### M2 wires

The bar under the picture is 20 um long.
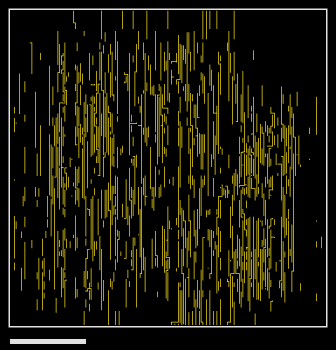
### Sequential cells coloured by netlist name

The bar under the picture is 20 um long. Other sequential cells in the stronger grey, the rest of the logic in the fainter grey.
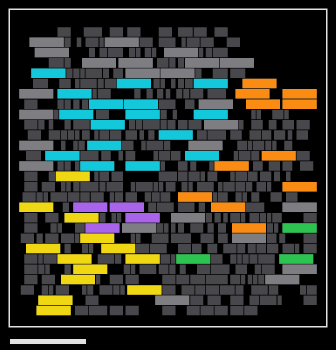
### Track usage over the die

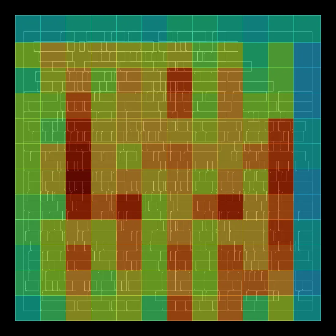
### Gate families picked out

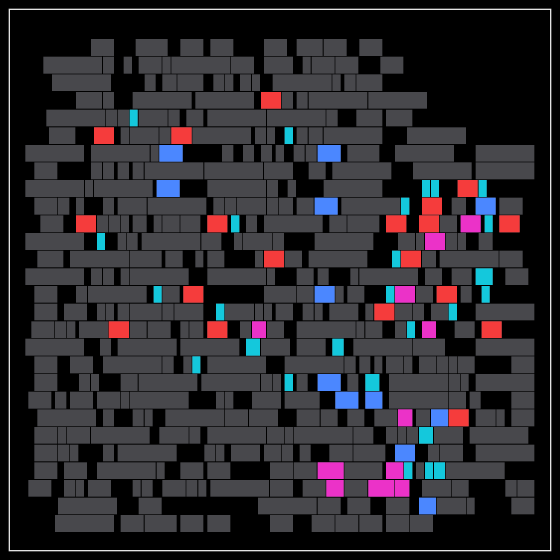
### The metal 3 layer

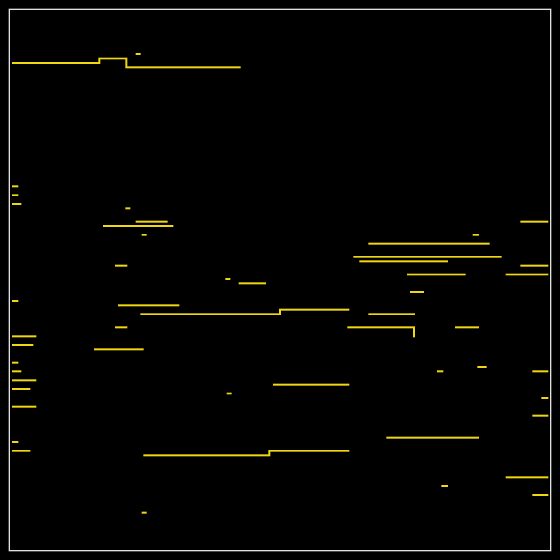
==> src/rtl/score_review_reader_if.sv <==
// Handshake and data bundle between the score review reader and its environment
// (game controller, register-file Q port, seven-segment decoders).
interface score_review_reader_if #(
    parameter int DATA_W = 13,
    parameter int ADDR_W = 3
);
    logic              Start;
    logic              Skip;
    logic [DATA_W-1:0] RunCount;
    logic [ADDR_W-1:0] ReadQ;
    logic [DATA_W-1:0] DataQ;
    logic [3:0]        Digit0;
    logic [3:0]        Digit1;
    logic [3:0]        Digit2;
    logic [3:0]        Digit3;
    logic [ADDR_W-1:0] Index;
    logic              Valid;
    logic              Busy;
    logic              Done;

    modport master (
        input  Start, Skip, RunCount, DataQ,
        output ReadQ, Digit0, Digit1, Digit2, Digit3, Index, Valid, Busy, Done
    );

    modport slave (
        output Start, Skip, RunCount, DataQ,
        input  ReadQ, Digit0, Digit1, Digit2, Digit3, Index, Valid, Busy, Done
    );
endinterface

==> src/rtl/score_review_reader.sv <==
// Walks stored reaction-time scores, converts each to BCD with a sequential
// double-dabble and holds the result on the score display for a dwell period.
module score_review_reader #(
    parameter int DATA_W     = 13,
    parameter int ADDR_W     = 3,
    parameter int FIRST_ADDR = 1,
    parameter int LAST_ADDR  = 3,
    parameter int DWELL      = 2000
) (
    input  logic                  Clock,
    input  logic                  CLRN,
    score_review_reader_if.master bus
);
    localparam int BCD_W   = 16;
    localparam int ITER_W  = $clog2(DATA_W + 1);
    localparam int DWELL_W = $clog2(DWELL + 1);

    typedef enum logic [1:0] {IDLE, ADDR, CONVERT, SHOW} state_t;

    state_t              state_q;
    logic [ADDR_W-1:0]   index_q;
    logic [ADDR_W-1:0]   readq_q;
    logic [DATA_W-1:0]   bin_q;
    logic [BCD_W-1:0]    bcd_q;
    logic [ITER_W-1:0]   iter_q;
    logic [DWELL_W-1:0]  dwell_q;
    logic [BCD_W-1:0]    digits_q;
    logic                valid_q;
    logic                busy_q;
    logic                done_q;

    logic [ADDR_W-1:0]       limit_d;
    logic [BCD_W+DATA_W-1:0] step_d;

    // Full-width compare so large run counts saturate instead of aliasing.
    function automatic logic [ADDR_W-1:0] sat_limit(input logic [DATA_W-1:0] cnt);
        if (cnt > DATA_W'(LAST_ADDR))
            return ADDR_W'(LAST_ADDR);
        return cnt[ADDR_W-1:0];
    endfunction

    function automatic logic [BCD_W+DATA_W-1:0] dabble_step(
        input logic [BCD_W-1:0]  bcd,
        input logic [DATA_W-1:0] bin
    );
        logic [BCD_W-1:0] adj;
        adj = bcd;
        for (int n = 0; n < BCD_W / 4; n++) begin
            if (adj[4*n +: 4] >= 4'd5)
                adj[4*n +: 4] = adj[4*n +: 4] + 4'd3;
        end
        return {adj, bin} << 1;
    endfunction

    assign limit_d = sat_limit(bus.RunCount);
    assign step_d  = dabble_step(bcd_q, bin_q);

    always_ff @(posedge Clock or negedge CLRN) begin
        if (!CLRN) begin
            state_q  <= IDLE;
            index_q  <= '0;
            readq_q  <= '0;
            bin_q    <= '0;
            bcd_q    <= '0;
            iter_q   <= '0;
            dwell_q  <= '0;
            digits_q <= '0;
            valid_q  <= 1'b0;
            busy_q   <= 1'b0;
            done_q   <= 1'b0;
        end else begin
            done_q <= 1'b0;
            case (state_q)
                IDLE: begin
                    readq_q <= '0;
                    if (bus.Start) begin
                        if (limit_d == '0) begin
                            done_q <= 1'b1;
                        end else begin
                            index_q <= ADDR_W'(FIRST_ADDR);
                            readq_q <= ADDR_W'(FIRST_ADDR);
                            busy_q  <= 1'b1;
                            state_q <= ADDR;
                        end
                    end
                end
                ADDR: begin
                    bin_q   <= bus.DataQ;
                    bcd_q   <= '0;
                    iter_q  <= '0;
                    state_q <= CONVERT;
                end
                CONVERT: begin
                    // One extra cycle after the last shift publishes the settled accumulator.
                    if (iter_q == ITER_W'(DATA_W)) begin
                        digits_q <= bcd_q;
                        valid_q  <= 1'b1;
                        dwell_q  <= '0;
                        state_q  <= SHOW;
                    end else begin
                        {bcd_q, bin_q} <= step_d;
                        iter_q         <= iter_q + ITER_W'(1);
                    end
                end
                SHOW: begin
                    if (bus.Skip || dwell_q == DWELL_W'(DWELL - 1)) begin
                        valid_q <= 1'b0;
                        if (index_q < limit_d) begin
                            index_q <= index_q + ADDR_W'(1);
                            readq_q <= index_q + ADDR_W'(1);
                            state_q <= ADDR;
                        end else begin
                            done_q  <= 1'b1;
                            busy_q  <= 1'b0;
                            readq_q <= '0;
                            state_q <= IDLE;
                        end
                    end else begin
                        dwell_q <= dwell_q + DWELL_W'(1);
                    end
                end
                default: state_q <= IDLE;
            endcase
        end
    end

    assign bus.ReadQ  = readq_q;
    assign bus.Index  = index_q;
    assign bus.Digit0 = digits_q[3:0];
    assign bus.Digit1 = digits_q[7:4];
    assign bus.Digit2 = digits_q[11:8];
    assign bus.Digit3 = digits_q[15:12];
    assign bus.Valid  = valid_q;
    assign bus.Busy   = busy_q;
    assign bus.Done   = done_q;
endmodule

==> src/flat_wrapper.sv <==
// flat-port wrapper written by rule: the top's interface ports become plain ports
module score_review_reader_flat 
#(
    parameter int DATA_W     = 13,
    parameter int ADDR_W     = 3,
    parameter int FIRST_ADDR = 1,
    parameter int LAST_ADDR  = 3,
    parameter int DWELL      = 2000
)
  (Clock, CLRN, bus_Start, bus_Skip, bus_RunCount, bus_DataQ, bus_ReadQ, bus_Digit0, bus_Digit1, bus_Digit2, bus_Digit3, bus_Index, bus_Valid, bus_Busy, bus_Done);
  score_review_reader_if #(.DATA_W(DATA_W), .ADDR_W(ADDR_W)) bus_i ();
  input  logic Clock;
  input  logic CLRN;
  input wire logic [$bits(bus_i.Start)-1:0] bus_Start;
  input wire logic [$bits(bus_i.Skip)-1:0] bus_Skip;
  input wire logic [$bits(bus_i.RunCount)-1:0] bus_RunCount;
  input wire logic [$bits(bus_i.DataQ)-1:0] bus_DataQ;
  output wire logic [$bits(bus_i.ReadQ)-1:0] bus_ReadQ;
  output wire logic [$bits(bus_i.Digit0)-1:0] bus_Digit0;
  output wire logic [$bits(bus_i.Digit1)-1:0] bus_Digit1;
  output wire logic [$bits(bus_i.Digit2)-1:0] bus_Digit2;
  output wire logic [$bits(bus_i.Digit3)-1:0] bus_Digit3;
  output wire logic [$bits(bus_i.Index)-1:0] bus_Index;
  output wire logic [$bits(bus_i.Valid)-1:0] bus_Valid;
  output wire logic [$bits(bus_i.Busy)-1:0] bus_Busy;
  output wire logic [$bits(bus_i.Done)-1:0] bus_Done;
  assign bus_i.Start = bus_Start;
  assign bus_i.Skip = bus_Skip;
  assign bus_i.RunCount = bus_RunCount;
  assign bus_i.DataQ = bus_DataQ;
  assign bus_ReadQ = bus_i.ReadQ;
  assign bus_Digit0 = bus_i.Digit0;
  assign bus_Digit1 = bus_i.Digit1;
  assign bus_Digit2 = bus_i.Digit2;
  assign bus_Digit3 = bus_i.Digit3;
  assign bus_Index = bus_i.Index;
  assign bus_Valid = bus_i.Valid;
  assign bus_Busy = bus_i.Busy;
  assign bus_Done = bus_i.Done;
  score_review_reader #(.DATA_W(DATA_W), .ADDR_W(ADDR_W), .FIRST_ADDR(FIRST_ADDR), .LAST_ADDR(LAST_ADDR), .DWELL(DWELL)) u_core (.Clock(Clock), .CLRN(CLRN), .bus(bus_i));
endmodule
==> config.mk <==
export PLATFORM = sky130hd
export DESIGN_NAME = score_review_reader_flat
export DESIGN_NICKNAME = d
export VERILOG_FILES = /design/src/rtl/score_review_reader_if.sv /design/src/rtl/score_review_reader.sv /design/src/flat_wrapper.sv
export SDC_FILE = /design/constraint.sdc
export NUM_CORES = 1
export LEC_CHECK = 0
export CORE_MARGIN = 2
export CORE_UTILIZATION = 58
export CTS_CLUSTER_SIZE = 14
export DETAILED_ROUTE_END_ITERATION = 12
export PLACE_DENSITY = 0.86
export SLEW_MARGIN = 15
export SYNTH_ARGS = -nofsm -noshare
export SYNTH_HDL_FRONTEND = slang
export SYNTH_SLANG_ARGS = --single-unit
==> constraint.sdc <==
create_clock -name Clock -period 3.7 [get_ports Clock]
set_clock_uncertainty 0.1 [all_clocks]
set_input_delay 0.555 -clock Clock [delete_from_list [all_inputs] [get_ports Clock]]
set_output_delay 0.555 -clock Clock [all_outputs]
set_load 0.005 [all_outputs]
==> run notes <==
fresh numbers from the pnr run: status=finished, final reports clean, ys flops=71, Post-CTS Setup Inserts=0, EDFF count, synth=0, switching part of the total=41.0%, Critical Path Source=bus_RunCount[6], Slew Limit Fails=0, H-Tree Depth=3, slew at the pin closest to its max-slew limit=0.872 ns, hold buffer count at CTS=0, total core area=5990 um^2, CTS tree=done, GRT Total Usage=23.7%, critical path class=in2reg, ANT nets after route=0, fp_density=60.9%, largest net degree at the start of global routing=72, clk sinks=71, Total Nets Final=467, fin crit period=3.13 ns, unrepaired setup endpoints after global routing=no, Worst slew margin=41.8%, vias in the first global route=2952, yosys adder share=6.52%, cell type with the highest aggregate area in the netlist=dfrtp_1, total of warnings raised by yosys=0, Logic inverters=16, biggest area cells=dfrtp_1 (49%), ha_1 (6.5%), o21ai_0 (5.4%)
Notes on 'M2 wires' above:
- nets with wire on the layer: 394
- longest straight run: 30.9 um
- main direction: vertical
- share of all routed wire: 50%

Notes on 'Sequential cells coloured by netlist name' above:
- orange: u_core.dwell_q (flops 11; where right middle)
- yellow: u_core.bin_q (flops 13; where bottom left)
- green: u_core.bus.ReadQ (flops 3)
- cyan: u_core.bcd_q (flops 16)
- purple: u_core.iter_q (flops 4)
- not coloured: 24

Notes on 'Track usage over the die' above:
met3 usage: 3.98%
GR Layer Usage met1: 29.8%
grt peak-use layer: met2

Notes on 'Gate families picked out' above:
- blue: non-inverting ao/oa cells (cells 12; most used a32o_1)
- cyan: nor cells (cells 26; most used nor2_1)
- red: xor and xnor cells (cells 19; most used xnor2_1)
- magenta: and/or cells (cells 11; most used and4_1)

Notes on 'The metal 3 layer' above:
- nets with wire on the layer: 38
- share of all routed wire: 4.0%
- wire length on this layer: 309 um
- main direction: horizontal
drt total wl: 7680 um
total number of vias: 2913

## state kept, by name, indices dropped and copies added, names as in the netlist
name	flops
u_core.bus.Busy	1
u_core.state_q	2
u_core.bus.Index	3
u_core.bus.Done	1
u_core.bus.Valid	1
u_core.dwell_q	11
u_core.iter_q	4
u_core.bus.ReadQ	3
u_core.bcd_q	16
u_core.bin_q	13
u_core.digits_q	16
## how the worst max path moves through the flow
stage                                            to  slack [ns]  cells past startpoint
floorplan           u_core.bus.Index[2]$_DFFE_PN0P_        0.83                      9
global placement    u_core.bus.Index[2]$_DFFE_PN0P_        0.34                     10
detailed placement  u_core.bus.Index[2]$_DFFE_PN0P_        0.21                     10
CTS                 u_core.bus.Index[2]$_DFFE_PN0P_        0.58                     10
global route        u_core.bus.Index[1]$_DFFE_PN0P_        0.47                     10
finish              u_core.bus.Index[2]$_DFFE_PN0P_        0.57                     10
## stage by stage
step / total power [mW] / cells / cell area (um^2) / hold WS, ns
detailed placement: 2.35 / 482 / 4270 / 0.360
global route: 3.11 / 498 / 4440 / 0.390
global placement: 2.28 / 482 / 4270 / 0.360
floorplan: 1.99 / 362 / 3650 / 0.159
finish: 2.90 / 498 / 4440 / 0.299
CTS: 2.90 / 498 / 4440 / 0.330
## power groups by stage
stage / Sequential [mW] / Clock [mW] / Combinational (mW)
2_1_floorplan: 1.14 / 0 / 0.847
3_3_place_gp: 1.17 / 0 / 1.11
3_5_place_dp: 1.19 / 0 / 1.17
4_1_cts: 1.17 / 0.558 / 1.17
5_1_grt: 1.21 / 0.584 / 1.32
6_report: 1.18 / 0.546 / 1.17
## metal layers
metal,wire length (um),GRT usage [%],up-vias
met3,309,3.98,18
met4,171,12.5,0
met5,0,0,-
met1,3390,29.8,1417
li1,-,-,1410
met2,3810,39.2,68
Power figures rest on the tool's default switching activity, not on a simulated workload.
